cell_classes.png
Scale bar: 50 um. Fill, decap, tap and diode cells in gray.
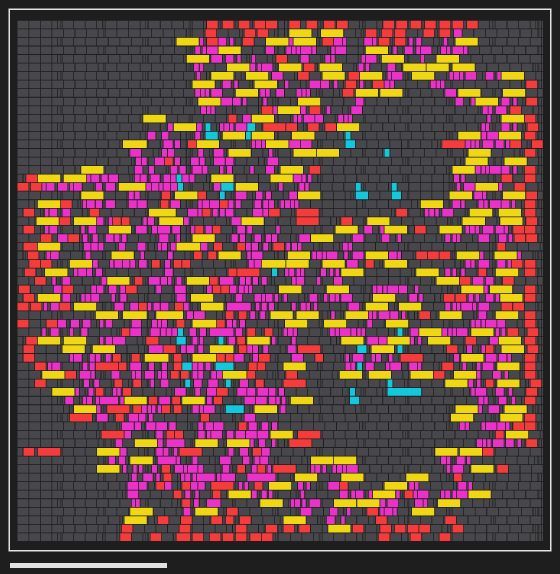
metal_stack.png
Scale bar: 50 um. Only two layers are drawn.
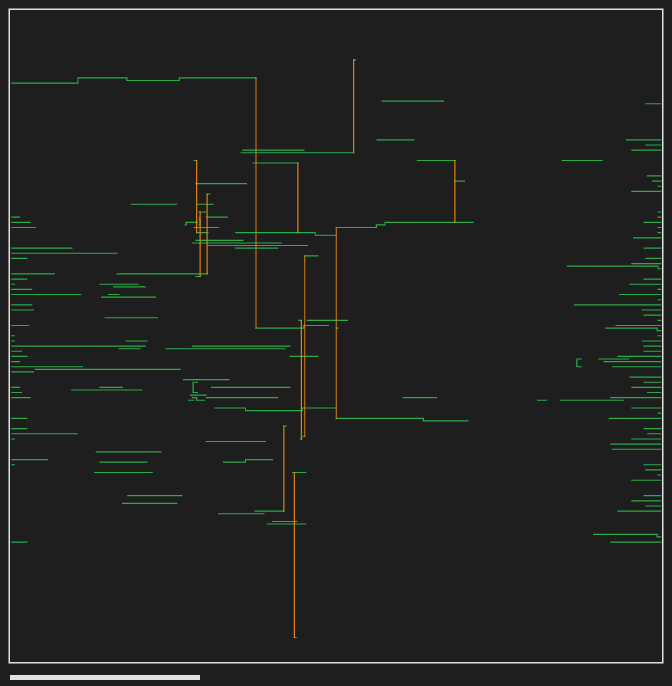
final_congestion.png
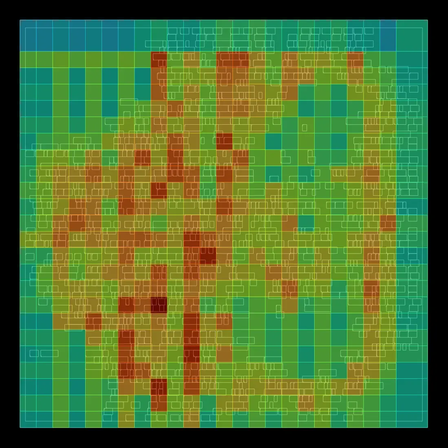
met1.png
Scale bar: 50 um. Cells faint in the background.
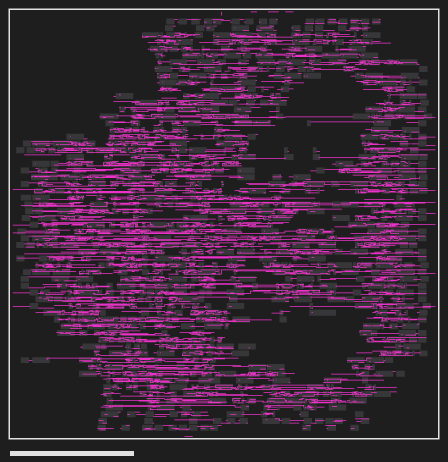
wire_density.png
The die is cut into 34 by 34 equal tiles; white is low, dark blue is high, scaled to the fullest tile. Values are wire area over tile area, all layers added.
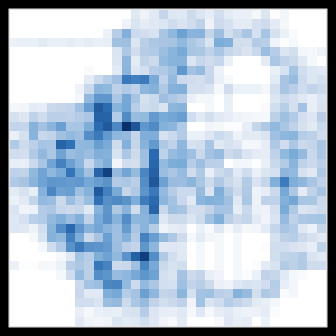
===== src/rtl/fetch_ctrl_if.sv =====
// Instruction-memory request/ack port plus the IF/ID presentation bus of the fetch sequencer.
interface fetch_ctrl_if #(
  parameter int unsigned W = 32
);
  logic         imem_req;
  logic [W-1:0] imem_addr;
  logic         imem_ack;
  logic [W-1:0] imem_rdata;
  logic         if_valid;
  logic [W-1:0] if_pc;
  logic [W-1:0] if_inst;

  modport master (
    output imem_req, imem_addr, if_valid, if_pc, if_inst,
    input  imem_ack, imem_rdata
  );

  modport slave (
    input  imem_req, imem_addr, if_valid, if_pc, if_inst,
    output imem_ack, imem_rdata
  );
endinterface


===== src/rtl/fetch_ctrl.sv =====
// MIPS32 instruction-fetch sequencer: PC ownership, redirect arbitration, skid on stall.
// Optional FETCH_CTRL_PERF_EN adds perf_fetched / perf_squashed counters.
module fetch_ctrl #(
  parameter int unsigned W        = 32,
  parameter logic [W-1:0] RESET_PC = '0,
  parameter logic [W-1:0] EXC_VEC  = W'(32'h0000_0180)
) (
  input  logic         clk,
  input  logic         rst,
  input  logic         stall,
  input  logic         branch_take,
  input  logic [W-1:0] targ_pc,
  input  logic         exc_take,
  fetch_ctrl_if.master bus
`ifdef FETCH_CTRL_PERF_EN
  ,
  output logic [31:0]  perf_fetched,
  output logic [31:0]  perf_squashed
`endif
);

  typedef enum logic [1:0] {BOOT, FETCH, HOLD} state_t;

  localparam logic [W-1:0] ALIGN_MASK = ~W'(3);
  localparam logic [W-1:0] PC_STEP    = W'(4);

  state_t       state_q, state_d;
  logic [W-1:0] pc_q, pc_d;
  logic         req_q, req_d;
  logic         pend_q, pend_d;
  logic         pend_exc_q, pend_exc_d;
  logic [W-1:0] rpc_q, rpc_d;
  logic [W-1:0] skid_pc_q, skid_pc_d;
  logic [W-1:0] skid_inst_q, skid_inst_d;
  logic         if_valid_q, if_valid_d;
  logic [W-1:0] if_pc_q, if_pc_d;
  logic [W-1:0] if_inst_q, if_inst_d;
  logic         deliver_c, squash_c;

  logic         redir_c;
  logic [W-1:0] exc_tgt_c, br_tgt_c, redir_tgt_c;

  assign redir_c     = exc_take | branch_take;
  assign exc_tgt_c   = EXC_VEC & ALIGN_MASK;
  assign br_tgt_c    = targ_pc & ALIGN_MASK;
  assign redir_tgt_c = exc_take ? exc_tgt_c : br_tgt_c;

  // Next-state, PC selection and IF/ID presentation.
  always_comb begin
    state_d     = state_q;
    pc_d        = pc_q;
    req_d       = req_q;
    pend_d      = pend_q;
    pend_exc_d  = pend_exc_q;
    rpc_d       = rpc_q;
    skid_pc_d   = skid_pc_q;
    skid_inst_d = skid_inst_q;
    if_valid_d  = stall ? if_valid_q : 1'b0;
    if_pc_d     = if_pc_q;
    if_inst_d   = if_inst_q;
    deliver_c   = 1'b0;
    squash_c    = 1'b0;

    // A redirect always flushes the wrong-path instruction.
    if (redir_c) if_valid_d = 1'b0;

    case (state_q)
      BOOT: begin
        state_d = FETCH;
        req_d   = 1'b1;
        if (redir_c) pc_d = redir_tgt_c;
      end
      FETCH: begin
        if (bus.imem_ack) begin
          if (pend_q || redir_c) begin
            squash_c   = 1'b1;
            pend_d     = 1'b0;
            pend_exc_d = 1'b0;
            if (exc_take)                       pc_d = exc_tgt_c;
            else if (branch_take && !pend_exc_q) pc_d = br_tgt_c;
            else                                pc_d = rpc_q;
          end else if (!stall || !if_valid_q) begin
            deliver_c  = 1'b1;
            if_valid_d = 1'b1;
            if_pc_d    = pc_q;
            if_inst_d  = bus.imem_rdata;
            pc_d       = pc_q + PC_STEP;
          end else begin
            skid_pc_d   = pc_q;
            skid_inst_d = bus.imem_rdata;
            pc_d        = pc_q + PC_STEP;
            state_d     = HOLD;
            req_d       = 1'b0;
          end
        end else if (exc_take) begin
          pend_d     = 1'b1;
          pend_exc_d = 1'b1;
          rpc_d      = exc_tgt_c;
        end else if (branch_take && !pend_exc_q) begin
          pend_d = 1'b1;
          rpc_d  = br_tgt_c;
        end
      end
      HOLD: begin
        if (redir_c) begin
          squash_c = 1'b1;
          pc_d     = redir_tgt_c;
          state_d  = FETCH;
          req_d    = 1'b1;
        end else if (!stall) begin
          deliver_c  = 1'b1;
          if_valid_d = 1'b1;
          if_pc_d    = skid_pc_q;
          if_inst_d  = skid_inst_q;
          state_d    = FETCH;
          req_d      = 1'b1;
        end
      end
      default: begin
        state_d = BOOT;
        req_d   = 1'b0;
      end
    endcase
  end

  always_ff @(posedge clk) begin
    if (!rst) begin
      state_q     <= BOOT;
      pc_q        <= RESET_PC;
      req_q       <= 1'b0;
      pend_q      <= 1'b0;
      pend_exc_q  <= 1'b0;
      rpc_q       <= '0;
      skid_pc_q   <= '0;
      skid_inst_q <= '0;
      if_valid_q  <= 1'b0;
      if_pc_q     <= '0;
      if_inst_q   <= '0;
    end else begin
      state_q     <= state_d;
      pc_q        <= pc_d;
      req_q       <= req_d;
      pend_q      <= pend_d;
      pend_exc_q  <= pend_exc_d;
      rpc_q       <= rpc_d;
      skid_pc_q   <= skid_pc_d;
      skid_inst_q <= skid_inst_d;
      if_valid_q  <= if_valid_d;
      if_pc_q     <= if_pc_d;
      if_inst_q   <= if_inst_d;
    end
  end

  assign bus.imem_req  = req_q;
  assign bus.imem_addr = pc_q;
  assign bus.if_valid  = if_valid_q;
  assign bus.if_pc     = if_pc_q;
  assign bus.if_inst   = if_inst_q;

`ifdef FETCH_CTRL_PERF_EN
  logic [31:0] perf_fetched_q, perf_fetched_d;
  logic [31:0] perf_squashed_q, perf_squashed_d;

  // Delivered words and squashed words (discarded acks or dropped skid entries).
  always_comb begin
    perf_fetched_d  = perf_fetched_q + 32'(deliver_c);
    perf_squashed_d = perf_squashed_q + 32'(squash_c);
  end

  always_ff @(posedge clk) begin
    if (!rst) begin
      perf_fetched_q  <= '0;
      perf_squashed_q <= '0;
    end else begin
      perf_fetched_q  <= perf_fetched_d;
      perf_squashed_q <= perf_squashed_d;
    end
  end

  assign perf_fetched  = perf_fetched_q;
  assign perf_squashed = perf_squashed_q;
`else
  logic unused_perf_c;
  assign unused_perf_c = deliver_c ^ squash_c;
`endif

endmodule


===== src/flat_wrapper.sv =====
// flat-port wrapper written by rule: the top's interface ports become plain ports
module fetch_ctrl_flat 
#(
  parameter int unsigned W        = 32,
  parameter logic [W-1:0] RESET_PC = '0,
  parameter logic [W-1:0] EXC_VEC  = W'(32'h0000_0180)
)
  (clk, rst, stall, branch_take, targ_pc, exc_take, bus_imem_req, bus_imem_addr, bus_if_valid, bus_if_pc, bus_if_inst, bus_imem_ack, bus_imem_rdata);
  fetch_ctrl_if #(.W(W)) bus_i ();
  input  logic clk;
  input  logic rst;
  input  logic stall;
  input  logic branch_take;
  input  logic [W-1:0] targ_pc;
  input  logic exc_take;
  output wire logic [$bits(bus_i.imem_req)-1:0] bus_imem_req;
  output wire logic [$bits(bus_i.imem_addr)-1:0] bus_imem_addr;
  output wire logic [$bits(bus_i.if_valid)-1:0] bus_if_valid;
  output wire logic [$bits(bus_i.if_pc)-1:0] bus_if_pc;
  output wire logic [$bits(bus_i.if_inst)-1:0] bus_if_inst;
  input wire logic [$bits(bus_i.imem_ack)-1:0] bus_imem_ack;
  input wire logic [$bits(bus_i.imem_rdata)-1:0] bus_imem_rdata;
  assign bus_imem_req = bus_i.imem_req;
  assign bus_imem_addr = bus_i.imem_addr;
  assign bus_if_valid = bus_i.if_valid;
  assign bus_if_pc = bus_i.if_pc;
  assign bus_if_inst = bus_i.if_inst;
  assign bus_i.imem_ack = bus_imem_ack;
  assign bus_i.imem_rdata = bus_imem_rdata;
  fetch_ctrl #(.W(W), .RESET_PC(RESET_PC), .EXC_VEC(EXC_VEC)) u_core (.clk(clk), .rst(rst), .stall(stall), .branch_take(branch_take), .targ_pc(targ_pc), .exc_take(exc_take), .bus(bus_i));
endmodule

===== config.mk =====
export PLATFORM = sky130hd
export DESIGN_NAME = fetch_ctrl_flat
export DESIGN_NICKNAME = d
export VERILOG_FILES = /design/src/rtl/fetch_ctrl_if.sv /design/src/rtl/fetch_ctrl.sv /design/src/flat_wrapper.sv
export SDC_FILE = /design/constraint.sdc
export NUM_CORES = 1
export LEC_CHECK = 0
export ABC_AREA = 0
export CAP_MARGIN = 20
export CORE_MARGIN = 2
export CORE_UTILIZATION = 32
export CTS_BUF_LIST = sky130_fd_sc_hd__clkbuf_2
export DETAILED_ROUTE_END_ITERATION = 10
export SKIP_LAST_GASP = 1
export SLEW_MARGIN = 10
export SYNTH_ARGS = -nofsm -noshare
export SYNTH_HDL_FRONTEND = slang
export SYNTH_SLANG_ARGS = --single-unit
export TNS_END_PERCENT = 10

===== constraint.sdc =====
create_clock -name clk -period 2.25 [get_ports clk]
set_input_delay 0.3375 -clock clk [delete_from_list [all_inputs] [get_ports clk]]
set_output_delay 0.3375 -clock clk [all_outputs]
set_load 0.005 [all_outputs]

==> impl_metrics.toml <==
# implementation run metrics
[yosys]
avgSynthCellArea_um2 = 8.40
netlist_logic_family_top = "AND-OR/OR-AND gates"
synthCells = 1074
common_cells = "198 x dfxtp_1, 167 x nand2_1, 109 x a21oi_1, 95 x nor2_1, 66 x mux2i_1"
yosys.area_share.aoi = 0.236
netlist.area_leader.share = 0.439
yosys_warnings = 0
synthesis.area_um2 = 9020
ys_ff = 198
ys_area_um2 = 9020
mux_share = 0.0757
ys_sh_xor = 0.00194
synth-edff-count = 0
ys_sh_simple = 0.185
ff_type = "dfxtp_1"
synth_top_cell_by_area = "dfxtp_1"

[layout]
fill_cells = 2801
syn2layout_area_growth_pct = 34.3
fin_nets = 1350
final_cell_count_no_fill = 1668
logic_area_um2 = 4590
seq_area_um2 = 3990

[clocking]
root_buffer = "clkbuf_2"
clockBufferDepth = 2
clock_latency_ps = 780
numCtsBuffers = 17
clkTransAtPathRegs_ps = 330
cts_tree = "built"

[sta]
post-route-min-period_ps = 2220
finalMaxSlewViolations = 0
holdWs_ps = 95.4
setup-violations-final = 0
fmax_mhz = 450
grt_setup_unrepaired = "true"

[route]
first_pass_iters = 5
drc = 0
drtIter0Drc = 710

[global_route]
grt_max_degree = 72
grt_pass1_vias = 7872
antenna_found_initial = 1

[power_and_ir_drop]
vdd_ir_drop_max_uv = 247
p_leak_nw = 4.25

[critical_path]
crit_fanout = 8
critPathArrivalTime_ps = 1890
cp-end-kind = "output pin"
critPathLaunchType = "register"

[die]
boundaryPins = 168
chipArea_um2 = 29600
die_y_um = 172
die_x_um = 172

[placement]
gp_congestion = 0.840
dp.cells = 1624

[status]
outcome = "finished clean"
About cell_classes.png:
legend:
  flip-flops:
    color: yellow
    cells: 198
    share_of_their_area: 34%
  all other logic:
    color: magenta
    cells: 782
    share_of_their_area: 40%
  clock drivers and dummy loads:
    color: cyan
    cells: 32
    share_of_their_area: 2.2%
  other buffers and delay cells:
    color: red
    cells: 277
    share_of_their_area: 24%
core area: 27800 um^2
Final Core Density: 0.436
row count: 61

About metal_stack.png:
legend:
  met3:
    color: green
    wire_length: 1570 um
  met4:
    color: orange
    wire_length: 377 um
via count: 8594
Routed wire per std cell: 16.3 um
final wirelength: 27100 um
GRT Total Usage: 0.182

About final_congestion.png:
GR peak layer: met2
met2 Use GR: 0.292

About met1.png:
longest straight run: 52.9 um
main direction: horizontal
grt met1 use: 0.251

About wire_density.png:
emptiest ninth of the die: top left
tiles over half the peak: 9.7%
mean over tiles: 0.15
nearly empty tiles: 21%
fullest tile: 0.62

-- cells by family (layout without fill, tap and decap cells) --
logic type	count (synthesis)	after routing
simple gates	365	365
compound gates	326	326
flops	198	198
buf+inv	111	326
mux	68	68
fa+ha+maj	4	4
xor+xnor	2	2
other cells	0	1
-- what timing repair did --
action / 4_1_cts / 5_1_grt
resized: 11 / 12
setup endpoints to repair: 25 / 35
buffers inserted: 1 / 3
endpoints found under the hold margin: 4 / 3
hold buffers: 4 / 3
-- power by group --
group          switching [mW]  internal (mW)
Combinational           0.909          0.994
Clock                    1.37          0.459
Sequential              0.143           3.74
-- stage by stage --
step                setup slack [ps]  area [um^2]  power (mW)  utilization
floorplan                        295         9020        4.76            -
global placement                -115        11700        5.80        0.422
detailed placement             -85.0        11700        5.83        0.422
CTS                            -67.4        12000        7.70        0.433
global route                    -111        12100        8.04        0.436
finish                          26.5        12100        7.62        0.436
-- placed cells by master (no fill, tap or decap), types with 10 or more instances in the layout --
| cell type | count |
|---|---|
| buf_4 | 85 |
| clkbuf_2 | 17 |
| nand2_1 | 166 |
| clkdlybuf4s50_1 | 162 |
| o21ai_0 | 41 |
| a21oi_1 | 108 |
| o211a_1 | 11 |
| a211oi_1 | 64 |
| buf_12 | 18 |
| nand4_1 | 12 |
| dfxtp_1 | 185 |
| and3_1 | 10 |
| nand3_1 | 18 |
| a31oi_1 | 11 |
| mux2i_1 | 66 |
| nor2_1 | 95 |
| a22oi_1 | 26 |
| nor3_1 | 17 |
| inv_1 | 16 |
| dfxtp_2 | 10 |
-- sequential cells by signal, summed over array words and instances, names as in the netlist --
register / flops
u_core.bus.imem_addr: 32
u_core.pend_q: 1
u_core.skid_pc_q: 32
u_core.pend_exc_q: 1
u_core.state_q: 2
u_core.bus.if_inst: 32
u_core.skid_inst_q: 32
u_core.bus.if_valid: 1
u_core.rpc_q: 32
u_core.bus.if_pc: 32
u_core.bus.imem_req: 1
-- routing by layer --
metal / up-vias / global-route usage / part of all wire
li1: 4272 / - / -
met1: 4057 / 0.251 / 0.48
met2: 237 / 0.292 / 0.45
met3: 28 / 0.0371 / 0.058
met4: 0 / 0.0431 / 0.014
met5: - / 0 / 0
-- final cells by class --
cell class	count	area share
multi-input cells	765	0.379
inverters	17	0.00547
clock buffers	17	0.00702
well taps	378	0.0390
flip-flops and latches	198	0.329
repair buffers	277	0.227
diodes	1	0.000206
clock inverters	15	0.0137
-- worst paths after layout --
check | startpoint | end | slack [ps] | depth (start not counted)
max | u_core.bus.imem_addr[4] | bus_imem_addr[4] | 30 | 2
min | bus_imem_rdata[3] | u_core.skid_inst_q[3] | 100 | 3
max reg2reg | u_core.state_q[0] | u_core.bus.imem_addr[21] | 100 | 8
min reg2reg | u_core.skid_inst_q[31] | u_core.skid_inst_q[31] | 470 | 2
-- critical path: stages (launching register included) --
cell             delay, ps
dfxtp_2                420
buf_4                  170
clkdlybuf4s50_1        560
No activity file was given, so power comes from the tool's default toggle rates.
